<file path="config.mk">
export PLATFORM = sky130hd
export DESIGN_NAME = tdm_demux
export DESIGN_NICKNAME = d
export VERILOG_FILES = /design/src/rtl/tdm_demux_pkg.sv /design/src/rtl/tdm_slot_cnt.sv /design/src/rtl/tdm_demux.sv
export SDC_FILE = /design/constraint.sdc
export NUM_CORES = 1
export LEC_CHECK = 0
export ABC_AREA = 0
export CAP_MARGIN = 0
export CELL_PAD_IN_SITES_DETAIL_PLACEMENT = 1
export CELL_PAD_IN_SITES_GLOBAL_PLACEMENT = 1
export CORE_UTILIZATION = 40
export CTS_CLUSTER_SIZE = 16
export DETAILED_ROUTE_END_ITERATION = 12
export GPL_TIMING_DRIVEN = 0
export PLACE_DENSITY_LB_ADDON = 0.1
export SETUP_SLACK_MARGIN = 0.1
export SLEW_MARGIN = 30
export SYNTH_ARGS = -nofsm -noshare
export SYNTH_HDL_FRONTEND = slang
export SYNTH_SLANG_ARGS = --single-unit
</file>
<file path="constraint.sdc">
create_clock -name CLK -period 2.65 [get_ports CLK]
set_input_delay 0.53 -clock CLK [delete_from_list [all_inputs] [get_ports CLK]]
set_output_delay 0.53 -clock CLK [all_outputs]
set_load 0.02 [all_outputs]
</file>
<file path="src/rtl/tdm_demux_pkg.sv">
// Shared types and constants for the TDM receive demultiplexer.
package tdm_demux_pkg;

    localparam int unsigned CH_NUM_DEF = 4;
    localparam int unsigned W_DEF      = 8;
    localparam int unsigned CNT_W      = 16;

    typedef enum logic {
        HUNT = 1'b0,
        RUN  = 1'b1
    } state_t;

endpackage

</file>
<file path="src/rtl/tdm_slot_cnt.sv">
// Slot index register for the TDM demux: increment with wrap, load-to-1,
// clear, and a flag marking the last slot of a frame.
module tdm_slot_cnt
    import tdm_demux_pkg::*;
#(
    parameter int unsigned CH_NUM = CH_NUM_DEF
) (
    input  logic                      CLK,
    input  logic                      RST_N,
    input  logic                      i_inc,
    input  logic                      i_load1,
    input  logic                      i_clr,
    output logic [$clog2(CH_NUM)-1:0] o_slot,
    output logic                      o_last
);

    localparam int unsigned SW = $clog2(CH_NUM);
    localparam logic [SW-1:0] LAST = SW'(CH_NUM - 1);

    logic [SW-1:0] r_slot;

    always_ff @(posedge CLK or negedge RST_N) begin
        if (!RST_N) begin
            r_slot <= '0;
        end else if (i_clr) begin
            r_slot <= '0;
        end else if (i_load1) begin
            r_slot <= SW'(1);
        end else if (i_inc) begin
            r_slot <= (r_slot == LAST) ? '0 : r_slot + SW'(1);
        end
    end

    assign o_slot = r_slot;
    assign o_last = (r_slot == LAST);

endmodule

</file>
<file path="src/rtl/tdm_demux.sv">
// TDM slot-stream demultiplexer: gathers CH_NUM slots per frame and presents
// them together on Y. Optional frame/error counters under TDM_DEMUX_CNT_EN.
module tdm_demux
    import tdm_demux_pkg::*;
#(
    parameter int unsigned CH_NUM = CH_NUM_DEF,
    parameter int unsigned W      = W_DEF
) (
    input  logic                      CLK,
    input  logic                      RST_N,
    input  logic                      E,
    input  logic [W-1:0]              I,
    input  logic                      I_VLD,
    input  logic                      FS,
    output logic [CH_NUM*W-1:0]       Y,
    output logic                      Y_VLD,
    output logic [$clog2(CH_NUM)-1:0] SLOT,
    output logic                      ERR
`ifdef TDM_DEMUX_CNT_EN
    ,
    output logic [CNT_W-1:0]          FRM_CNT,
    output logic [CNT_W-1:0]          ERR_CNT
`endif
);

    localparam int unsigned SW = $clog2(CH_NUM);

    state_t              r_state;
    state_t              w_state_nxt;
    logic [W-1:0]        r_shadow [CH_NUM-1];
    logic [CH_NUM*W-1:0] r_y;
    logic                r_y_vld;
    logic                r_err;

    logic          w_beat;
    logic [SW-1:0] w_slot;
    logic          w_last;
    logic          w_take0;
    logic          w_wr_slot;
    logic          w_inc;
    logic          w_clr;
    logic          w_complete;
    logic          w_err;

    assign w_beat = E & I_VLD;

    tdm_slot_cnt #(
        .CH_NUM (CH_NUM)
    ) u_slot (
        .CLK     (CLK),
        .RST_N   (RST_N),
        .i_inc   (w_inc),
        .i_load1 (w_take0),
        .i_clr   (w_clr),
        .o_slot  (w_slot),
        .o_last  (w_last)
    );

    always_comb begin
        w_state_nxt = r_state;
        w_take0     = 1'b0;
        w_wr_slot   = 1'b0;
        w_inc       = 1'b0;
        w_clr       = 1'b0;
        w_complete  = 1'b0;
        w_err       = 1'b0;
        if (w_beat) begin
            case (r_state)
                HUNT: begin
                    if (FS) begin
                        w_take0     = 1'b1;
                        w_state_nxt = RUN;
                    end
                end
                RUN: begin
                    // A sync beat always restarts the frame; early if mid-frame.
                    if (FS) begin
                        w_take0 = 1'b1;
                        w_err   = (w_slot != '0);
                    end else if (w_slot == '0) begin
                        w_err       = 1'b1;
                        w_clr       = 1'b1;
                        w_state_nxt = HUNT;
                    end else begin
                        w_inc      = 1'b1;
                        w_complete = w_last;
                        w_wr_slot  = ~w_last;
                    end
                end
                default: w_state_nxt = HUNT;
            endcase
        end
    end

    always_ff @(posedge CLK or negedge RST_N) begin
        if (!RST_N) begin
            r_state <= HUNT;
            r_y     <= '0;
            r_y_vld <= 1'b0;
            r_err   <= 1'b0;
            for (int unsigned k = 0; k < CH_NUM - 1; k++) begin
                r_shadow[k] <= '0;
            end
        end else begin
            r_state <= w_state_nxt;
            r_y_vld <= w_complete;
            r_err   <= w_err;
            for (int unsigned k = 0; k < CH_NUM - 1; k++) begin
                if ((w_take0 && k == 0) || (w_wr_slot && w_slot == SW'(k))) begin
                    r_shadow[k] <= I;
                end
            end
            // The last slot bypasses the shadow and lands directly in Y.
            if (w_complete) begin
                for (int unsigned k = 0; k < CH_NUM - 1; k++) begin
                    r_y[k*W +: W] <= r_shadow[k];
                end
                r_y[(CH_NUM-1)*W +: W] <= I;
            end
        end
    end

    assign Y     = r_y;
    assign Y_VLD = r_y_vld;
    assign ERR   = r_err;
    assign SLOT  = w_slot;

`ifdef TDM_DEMUX_CNT_EN
    logic [CNT_W-1:0] r_frm_cnt;
    logic [CNT_W-1:0] r_err_cnt;

    always_ff @(posedge CLK or negedge RST_N) begin
        if (!RST_N) begin
            r_frm_cnt <= '0;
            r_err_cnt <= '0;
        end else begin
            if (w_complete && r_frm_cnt != '1) begin
                r_frm_cnt <= r_frm_cnt + CNT_W'(1);
            end
            if (w_err && r_err_cnt != '1) begin
                r_err_cnt <= r_err_cnt + CNT_W'(1);
            end
        end
    end

    assign FRM_CNT = r_frm_cnt;
    assign ERR_CNT = r_err_cnt;
`endif

endmodule

</file>
Run 1, placement view:
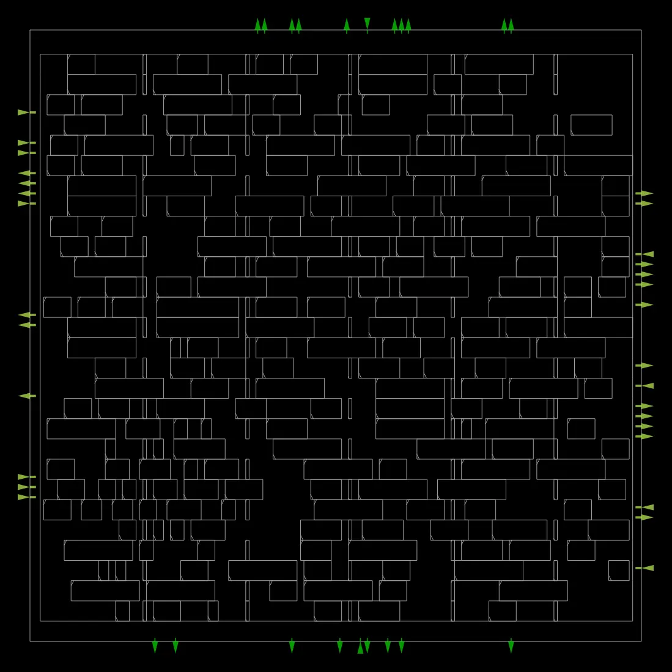
flop count: 61
row count: 28
flop share of the area: 0.451
tap cells: 75

Run 1, zoomed window:
Window x 21 to 61, y 5 to 45 um. Cells in grey, sequential cells in the stronger grey; small squares are vias.
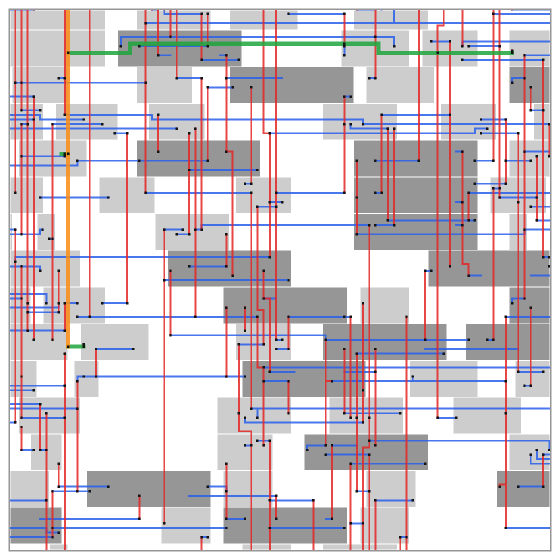
legend:
  green:
    layer: metal 3
  red:
    layer: metal 2
  orange:
    layer: metal 4
  blue:
    layer: metal 1
sequential cells in the window: 15
netlist names of flops here include: Y (7), r_shadow (7)
most frequent: dfrtp_1 (15)
cells with their middle in the window: 61

Run 1, signal wires by layer:
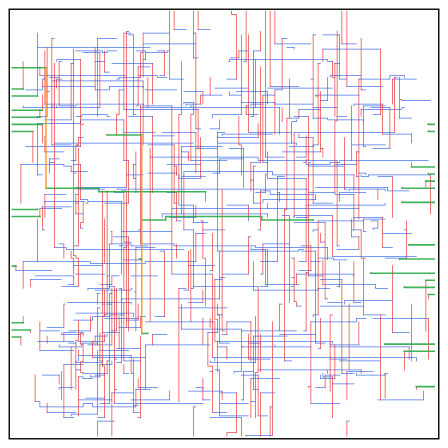
legend:
  green:
    layer: metal 3
    wire_length: 198 um
  orange:
    layer: metal 4
    wire_length: 61.2 um
  blue:
    layer: metal 1
    wire_length: 2270 um
  red:
    layer: metal 2
    wire_length: 2710 um

Run 1, signal wires on met3:
Bar = 20 um.
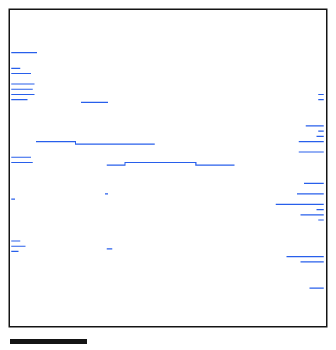
wire length on this layer: 198 um
nets with wire on the layer: 30
main direction: horizontal
longest straight run: 20.5 um
share of all routed wire: 3.8%

==> results.cfg, run 1 <==
; yosys + openroad results
[run_status]
outcome = completed

[logic_synthesis]
syn_area_per_cell_um2 = 16.7
synthesis.area_um2 = 2570
synth_cells = 154
synth_nets = 173
postSynthSeqShare = 0.594
synth_warnings = 0
ys_area_um2 = 2570
ys.flops = 61
ys_cells = 154

[floorplanning]
die_w_um = 82.1
dieArea_um2 = 6750
core-area_um2 = 6060
pin_count = 49
die_h_um = 82.1

[detailed_routing]
wl_um = 5230
drc_errors = 0
routedWlPerCell_um = 17.8
num_vias = 1447
first_pass_iters = 4

[final_timing]
rsz0062_at_grt = no
slew_headroom = 0.744
period_used_share = 0.747
slew_violations = 0
setup_violations = 0
max_slew.worst_pin.slew_ps = 384
min_period_ps = 1980

[critical_path]
critical-path-top-delay-family = flip-flops
critPathMaxFanout = 8
timing.critical_path.buf_inv = 1
reg2reg_to = r_shadow[17]
worst_path_max_delay_cell = dfrtp_1
crit_type = register to register
cpPeakStageDelay_ps = 450
r2r-start = u_slot.o_slot[0]
regToRegSetupSlack_ps = 670
cp_data_required_time_ps = 2860

[job]
tool_warnings = 30
drv_cap = 0

[grt]
antenna_found_initial = 0
track_usage = 0.183

[finish]
antennaDiodeCount = 0
area_delta_synth_final_pct = 31.8
drive_above_1_share = 0.384
fillers = 577
lay_top_count = dfrtp_1
layout_top_cells = dfrtp_1, clkdlybuf4s50_1, mux2_4

[power_and_ir_drop]
intPower_w = 0.00252
p_total_w = 0.00358
swShare = 0.295
pwr-share-seq = 0.407
peakVddDrop_v = 0.000840
net-switching-power_w = 0.00106
powerDensity_nw_per_um2 = 1060

[placement]
numPortBuffers = 48
dp_hpwl_um = 3620

[clocking]
cts_setup_buffers = 0
post_cts_resized = 0
clock_sinks = 61
cts_buffer_depth = 2
tritoncts = yes
path_clk_slew_ps = 70
worstSkewPairLatency_ps = 330
numCtsBuffers = 9

[hold_path]
hp-class = primary input to async pin
==> run 1: per-layer routing <==
metal,track usage,up-vias,wire length (um)
met3,0.0495,6,198
li1,-,668,-
met5,0,-,0
met4,0.0737,0,61
met1,0.230,737,2270
met2,0.298,36,2710
==> run 1: how the worst max path moves through the flow <==
stage / start / endpoint / slack [ps] / cells past startpoint
5_1_grt: u_slot.o_slot[0] / r_shadow[17] / 600 / 5
2_1_floorplan: u_slot.o_slot[0] / r_shadow[16] / 840 / 5
3_5_place_dp: I_VLD / r_shadow[22] / 460 / 5
3_3_place_gp: RST_N / Y[25] / -790 / 1
4_1_cts: u_slot.o_slot[0] / r_shadow[17] / 660 / 5
6_report: u_slot.o_slot[0] / r_shadow[17] / 670 / 5
==> run 1: synthesized netlist by cell type <==
master	count	area, um2
nand4b_1	1	8.76
inv_1	5	18.8
mux2_4	29	435
nand3_1	2	10.0
mux2_2	27	304
nand4_2	2	25.0
nand3_4	1	17.5
a21boi_4	1	18.8
buf_6	4	45.0
and2b_2	1	8.76
ha_1	6	75.1
o21ai_0	3	15.0
nor2_1	4	15.0
a31oi_1	1	6.26
and2_1	3	18.8
dfrtp_1	61	1530
a21oi_1	1	5.00
and3_2	2	15.0
==> run 1: power by group through the flow <==
| stage | Clock, W | Combinational [W] | Sequential [W] |
|---|---|---|---|
| global route | 0.00101 | 0.00128 | 0.00151 |
| global placement | 0 | 0.00116 | 0.00145 |
| detailed placement | 0 | 0.00120 | 0.00148 |
| CTS | 0.000958 | 0.00122 | 0.00146 |
| finish | 0.000924 | 0.00120 | 0.00146 |
| floorplan | 0 | 0.000505 | 0.00164 |
==> run 1: flip-flops by register name, summed over array words and instances, names as in the netlist <==
signal         count
ERR                1
u_slot.o_slot      2
Y                 32
Y_VLD              1
r_shadow          24
r_state            1
==> run 1: layout make-up <==
cell class	count	area (um2)	area share
buffer	4	45.0	0.0133
clock buffer	12	155	0.0458
tap	75	93.8	0.0277
multi-input combinational	84	978	0.289
clock inverter	4	70.1	0.0207
inverter	5	18.8	0.00554
timing repair buffer	49	498	0.147
sequential	61	1530	0.451
==> run 1: cells by family after synthesis <==
| group | Yosys count | share of synthesized area |
|---|---|---|
| AOI/OAI and AO/OA | 6 | 0.0175 |
| and+or+nand+nor | 16 | 0.0463 |
| buffers and inverters | 9 | 0.0248 |
| DFF | 61 | 0.594 |
| adders and majority gates | 6 | 0.0292 |
| muxes | 56 | 0.288 |
==> run 1: stage by stage <==
stage | utilization | worst slack, ps | std cells | area (um2) | setup TNS, ps
2_1_floorplan | - | 836 | 154 | 2570 | 0
3_3_place_gp | 0.519 | -790 | 277 | 3140 | -47970
3_5_place_dp | 0.521 | 457 | 278 | 3160 | 0
4_1_cts | 0.559 | 658 | 294 | 3390 | 0
5_1_grt | 0.559 | 599 | 294 | 3390 | 0
6_report | 0.559 | 670 | 294 | 3390 | 0
==> run 2, diff against run 1 <==
Settings changed: CORE_UTILIZATION 40 to 38.
Clock period 2.65 ns to 1.6 ns, I/O delays scaled along.
Run 2, clock distribution:
Bar = 20 um.
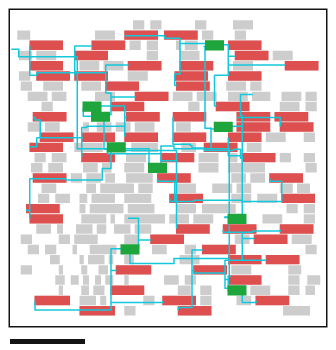
legend:
  red:
    item: flip-flops
    count: 61
  cyan:
    item: clock wires
    length: 834 um
  green:
    item: clock drivers
    count: 9
routed clock nets: 10
flops lie: widely spread

Run 2, zoomed window:
Window x 22 to 62, y 5 to 45 um. Cells in grey, sequential cells in the stronger grey; small squares are vias.
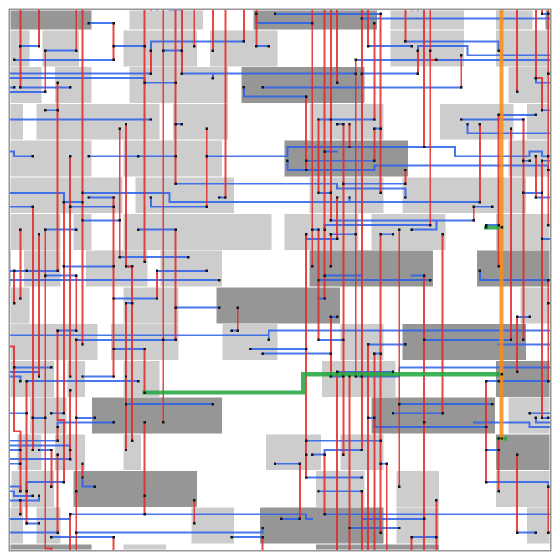
legend:
  green:
    layer: metal 3
  blue:
    layer: metal 1
  red:
    layer: metal 2
  orange:
    layer: metal 4
sequential cells in the window: 12
most frequent: mux2_4 (12), dfrtp_1 (11), dlygate4sd2_1 (5)
cells with their middle in the window: 67
netlist names of flops here include: r_shadow (6), Y (4)

==> run 2 against run 1 <==
Compared with the run above:
- the run now ends with design-rule violations left
- power is 64% higher
- synthesized cell count stayed put
- global-route usage is 0.32 points lower
- routed wire length is 7.7% higher
- die area is 5.1% higher
- combinational power is 77% higher
- first-iteration DRC count is 3.8% lower
- final area is 5.8% higher
- highest routed layer unchanged
==> results.cfg, run 2 <==
; yosys + openroad results
[clocking]
tritoncts = yes
cts_root_buffer = clkbuf_8
clock_sinks = 61
cts_buffer_depth = 2
htreeDepth = 3
worstSkewPairLatency_ps = 330
path_clk_slew_ps = 70
numCtsBuffers = 9

[power_and_ir_drop]
intPower_w = 0.00400
power.leakage_nw = 1.93
powerDensity_nw_per_um2 = 1640
pwr-share-seq = 0.411
comb_power_share = 0.361
swShare = 0.320
p_total_w = 0.00588
clkPwrFrac = 0.228
peakVddDrop_v = 0.000625
net-switching-power_w = 0.00188

[logic_synthesis]
topCellsByArea = dfrtp_1, mux2_4, mux2_2
synth_nets = 173
postSynthSeqShare = 0.594
synthMostInstantiatedCell = dfrtp_1
synth-edff-count = 0
ys.flops = 61
synthesis.area_um2 = 2570
synth_cells = 154
ff_type = dfrtp_1
ys_area_um2 = 2570
yosysTopAreaCell = dfrtp_1
ys_top_cells_by_count = dfrtp_1, mux2_4, mux2_2
post-synth-top-area-fraction = 0.594
synth_warnings = 0
ys_cells = 154
ys_types = 18
synthArstFlopShare = 1.00
syn_area_per_cell_um2 = 16.7

[final_timing]
slew_headroom = 0.757
setup_violations = 0
max_slew.worst_pin.slew_ps = 363
period_used_share = 0.973
slew_violations = 0
finalClockSkew_ps = 6.50
min_period_ps = 1560
rsz0062_at_grt = yes
hold-worst-slack_ps = 433

[hold_path]
hp-class = primary input to async pin

[finish]
drive_above_1_share = 0.461
lay_top_count = dfrtp_1
final_nets = 246
antennaDiodeCount = 0
layout_top_cells = dfrtp_1, dlygate4sd2_1, mux2_4
largest_reg_flops = 32
final_cells = 307
area_delta_synth_final_pct = 39.5

[critical_path]
critPathMaxFanout = 6
cp_data_required_time_ps = 1820
start_kind = register
arrival_ps = 1780
crit_type = register to register

[detailed_routing]
drt_first_iter_violations = 51
postRouteAntennaNets = 0
routedWlPerCell_um = 18.4
viasPerCell = 4.93
first_pass_iters = 7
num_vias = 1515
drc_errors = 6
wl_um = 5640

[placement]
placed_cells = 280
gp_congestion = 0.719
numPortBuffers = 48
dp_hpwl_um = 3620

[run_status]
outcome = complete, but fails checks
violations = design-rule violations

[grt]
grt_overflow = 0
grt_max_degree = 37
track_usage = 0.180
grt_pass1_wl_um = 9470
first_global_vias = 1783
antenna_found_initial = 0

[floorplanning]
dieArea_um2 = 7090
die_w_um = 84.2
num_rows = 29
die_h_um = 84.2
core-area_um2 = 6420
pin_count = 49

[job]
drv_cap = 0
tool_warnings = 33
## run 2: cell counts after synthesis
Identical to the previous run, type by type.
## run 2: power groups by stage
stage	logic, W	clock network (W)	registers [W]
floorplan	0.000885	0	0.00273
global placement	0.00198	0	0.00241
detailed placement	0.00204	0	0.00246
CTS	0.00209	0.00137	0.00241
global route	0.00227	0.00144	0.00249
finish	0.00212	0.00134	0.00242
## run 2: cells by family (layout without fill, tap and decap cells)
| group | count (synthesis) | in the layout | share of synthesized area |
|---|---|---|---|
| flip-flops | 61 | 61 | 0.594 |
| multiplexers | 56 | 56 | 0.288 |
| AND/OR/NAND/NOR | 16 | 16 | 0.0463 |
| buffers and inverters | 9 | 85 | 0.0248 |
| adder cells (fa/ha/maj) | 6 | 6 | 0.0292 |
| AND-OR/OR-AND | 6 | 6 | 0.0175 |
## run 2: layer usage
layer | wire (um) | vias up | track usage
met3 | 226 | 8 | 0.0482
li1 | - | 682 | -
met4 | 80 | 0 | 0.0705
met2 | 2870 | 39 | 0.307
met1 | 2460 | 786 | 0.217
met5 | 0 | - | 0
## run 2: final timing paths
path | from | endpoint | slack (ps) | cells after the start
worst max register to register | u_slot.o_slot[1] | Y[22] | 40 | 6
worst max-delay path | u_slot.o_slot[1] | Y[22] | 40 | 6
min in group CLK | FS | u_slot.o_slot[1] | 500 | 3
worst min-delay path | RST_N | Y[14] | 430 | 2
max in group asynchronous | RST_N | u_slot.o_slot[0] | 650 | 3
worst min register to register | r_shadow[3] | Y[19] | 510 | 1
## run 2: worst max-delay path: stages, from the launching register on
cell and delay, ps:
dfrtp_2 420, buf_4 160, ha_4 160, nand3_4 150
buf_6 130, buf_12 120, mux2_4 300
## run 2: repair_timing
| item | in CTS | in global routing |
|---|---|---|
| setup endpoints to repair | 89 | 59 |
| gates cloned | 1 | 1 |
| hold buffers | 1 | 0 |
| setup buffers | 9 | 1 |
| endpoints found under the hold margin | 25 | 0 |
| pin swaps | 3 | 4 |
| gates resized | 60 | 8 |
## run 2: cell type report
cell class / instances / area, um2
Clock buffer: 10 / 138
Tap cell: 77 / 96.3
Clock inverter: 4 / 50.0
Inverter: 5 / 18.8
Sequential cell: 61 / 1530
Timing Repair Buffer: 62 / 619
Fill cell: 642 / 2840
Multi-Input combinational cell: 84 / 1060
Buffer: 4 / 71.3
## run 2: metrics by stage
step	setup slack, ps	setup TNS, ps	util	cell area [um2]
floorplan	9.08	0	-	2590
global placement	-1860	-115570	0.493	3170
detailed placement	-398	-17520	0.496	3180
CTS	22.3	0	0.551	3540
global route	-19.3	-151	0.558	3580
finish	43.1	0	0.558	3580
==> run 3, diff against run 2 <==
Settings changed: CORE_MARGIN set to 5.
Run 3, signal wires by layer:
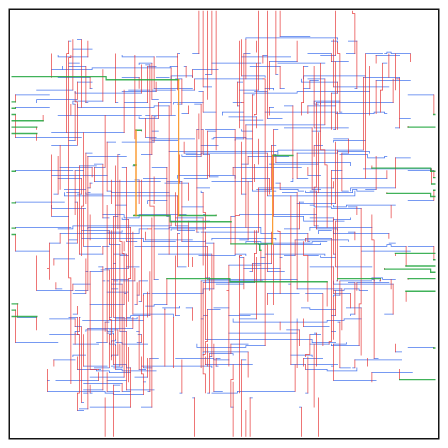
legend:
  red:
    layer: metal 2
    wire_length: 3140 um
  orange:
    layer: metal 4
    wire_length: 66.6 um
  blue:
    layer: metal 1
    wire_length: 2560 um
  green:
    layer: metal 3
    wire_length: 235 um

Run 3, clock distribution:
Bar = 20 um.
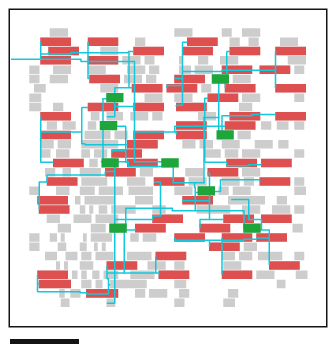
legend:
  green:
    item: clock drivers
    count: 9
  red:
    item: flip-flops
    count: 61
  cyan:
    item: clock wires
    length: 855 um
flops lie: widely spread
routed clock nets: 10

==> run 3 against run 2 <==
Compared with the run above:
- critical endpoint is now Y[16]
- critical path depth unchanged
- combinational power grew 2%
- the flow finishes with violations (negative setup slack)
- area after synthesis stayed put
- first-iteration DRC count down 55%
==> results.cfg, run 3 <==
; yosys + openroad results
[finish]
antennaDiodeCount = 0
lay_top_count = dfrtp_1
final_nets = 245
largest_reg_flops = 32
final_cells = 311
drive_above_1_share = 0.455
utilization = 0.544
area_delta_synth_final_pct = 41.6
layout_top_cells = dfrtp_1, mux2_4, dlygate4sd2_1

[critical_path]
critPathCaptureType = register
cp_data_required_time_ps = 1820
worst_path_max_delay_cell = dfrtp_2
critical-path-top-delay-family = buffers and inverters
critPathMaxFanout = 5
arrival_ps = 1830
cpPeakStageDelay_ps = 400
start_kind = register
timing.critical_path.buf_inv = 3
cp_cell_sequence = buf_4, ha_2, nand3_4, buf_4, buf_12, mux2_4
crit_type = register to register
crit_top_cell = buf_4

[final_timing]
slew_violations = 0
rsz0062_at_grt = yes
min_period_ps = 1610
layout_setup_ws_ps = -9.49
finalClockSkew_ps = 9.83
max_slew.worst_pin.slew_ps = 361
fmax_ghz = 0.621
hold_viol_final = 0
setup_violations = 7
period_used_share = 1.01
tns_ps = -42.4
slew_headroom = 0.759

[power_and_ir_drop]
comb_power_share = 0.341
net-switching-power_w = 0.00193
power.leakage_nw = 1.94
pwr-share-seq = 0.383
intPower_w = 0.00439
swShare = 0.305
powerDensity_nw_per_um2 = 1740
clkPwrFrac = 0.276
peakVddDrop_v = 0.000833

[detailed_routing]
first_pass_iters = 4
routedWlPerCell_um = 19.3
postRouteAntennaNets = 0
num_vias = 1539
drt_first_iter_violations = 23
wl_um = 6000
viasPerCell = 4.95
drc_errors = 0

[run_status]
violations = negative setup slack
outcome = complete, but fails checks

[placement]
numPortBuffers = 48
gp_congestion = 0.743
dp_slack_ps = -401
dp_hpwl_um = 3920
placed_cells = 283

[logic_synthesis]
ys_area_um2 = 2570
yosysTopAreaCell = dfrtp_1
post-synth-top-area-fraction = 0.594
synth-edff-count = 0
synth_nets = 173
synthArstFlopShare = 1.00
ys_top_cells_by_count = dfrtp_1, mux2_4, mux2_2
synth_cells = 154
synthMostInstantiatedCell = dfrtp_1
ff_type = dfrtp_1
ys_cells = 154
synthesis.area_um2 = 2570
ys.flops = 61
postSynthSeqShare = 0.594
syn_area_per_cell_um2 = 16.7
synth_warnings = 0
topCellsByArea = dfrtp_1, mux2_4, mux2_2
ys_types = 18

[grt]
antenna_found_initial = 0
track_usage = 0.149
first_global_vias = 1770
grt_max_degree = 37
grt_overflow = 0
grt_pass1_wl_um = 9490

[floorplanning]
fp_util = 0.384
die_h_um = 92.2
pin_count = 49
dieArea_um2 = 8500
core-area_um2 = 6680
die_w_um = 92.2
num_rows = 30

[clocking]
path_clk_slew_ps = 70
cts_root_buffer = clkbuf_8
cts_buffer_depth = 2
worstSkewPairLatency_ps = 340
numCtsBuffers = 9
htreeDepth = 3
tritoncts = yes
clock_sinks = 61

[hold_path]
hp-class = primary input to async pin

[job]
drv_cap = 0
tool_warnings = 33
## run 3: cell counts after synthesis
No cell type changed its count.
## run 3: power groups by stage
| stage | combinational [W] | clock, W | sequential (W) |
|---|---|---|---|
| 6_report | 0.00216 | 0.00174 | 0.00242 |
| 5_1_grt | 0.00229 | 0.00186 | 0.00249 |
| 4_1_cts | 0.00202 | 0.00177 | 0.00242 |
| 3_5_place_dp | 0.00206 | 0 | 0.00246 |
| 3_3_place_gp | 0.00199 | 0 | 0.00241 |
| 2_1_floorplan | 0.000885 | 0 | 0.00273 |
## run 3: routing by layer
metal | up-vias | wire [um] | GRT usage
met5 | - | 0 | 0
met4 | 0 | 66 | 0.0520
met3 | 7 | 235 | 0.0451
met2 | 41 | 3140 | 0.259
met1 | 801 | 2560 | 0.175
li1 | 690 | - | -
## run 3: final cells by class
| class | instances | area [um2] |
|---|---|---|
| Fill cell | 636 | 3040 |
| Clock inverter | 5 | 106 |
| Multi-Input combinational cell | 84 | 1070 |
| Clock buffer | 11 | 151 |
| Buffer | 4 | 71.3 |
| Inverter | 5 | 18.8 |
| Timing Repair Buffer | 61 | 592 |
| Tap cell | 80 | 100 |
| Sequential cell | 61 | 1530 |
## run 3: worst paths after layout
check                                  from           end  slack (ps)  cells past startpoint
max                        u_slot.o_slot[1]         Y[16]          -9                      6
min                                   RST_N  r_shadow[11]         450                      2
max reg2reg                u_slot.o_slot[1]         Y[16]          -9                      6
min reg2reg                    r_shadow[13]         Y[13]         500                      1
max in group asynchronous             RST_N  r_shadow[13]         650                      3
min in group CLK               r_shadow[13]         Y[13]         500                      1
## run 3: repair_timing
action,CTS,global route
pin swaps,2,4
setup buffers,6,4
gates cloned,1,0
hold buffers,1,0
endpoints found under the setup margin,87,58
endpoints found under the hold margin,25,0
gates resized,55,9
## run 3: logic make-up after synthesis
group / synth area share
fa+ha+maj: 0.0292
mux: 0.288
buf+inv: 0.0248
simple gates: 0.0463
flops: 0.594
compound gates: 0.0175
## run 3: per-stage QoR
| stage | cell area (um2) | hold WS, ps | total power (W) |
|---|---|---|---|
| after global routing | 3640 | 478 | 0.00664 |
| after global placement | 3170 | 483 | 0.00440 |
| after CTS | 3560 | 454 | 0.00622 |
| after floorplan | 2590 | 24.4 | 0.00361 |
| final | 3640 | 447 | 0.00632 |
| after detailed placement | 3190 | 261 | 0.00452 |
Power is estimated from default activity; no workload was simulated.
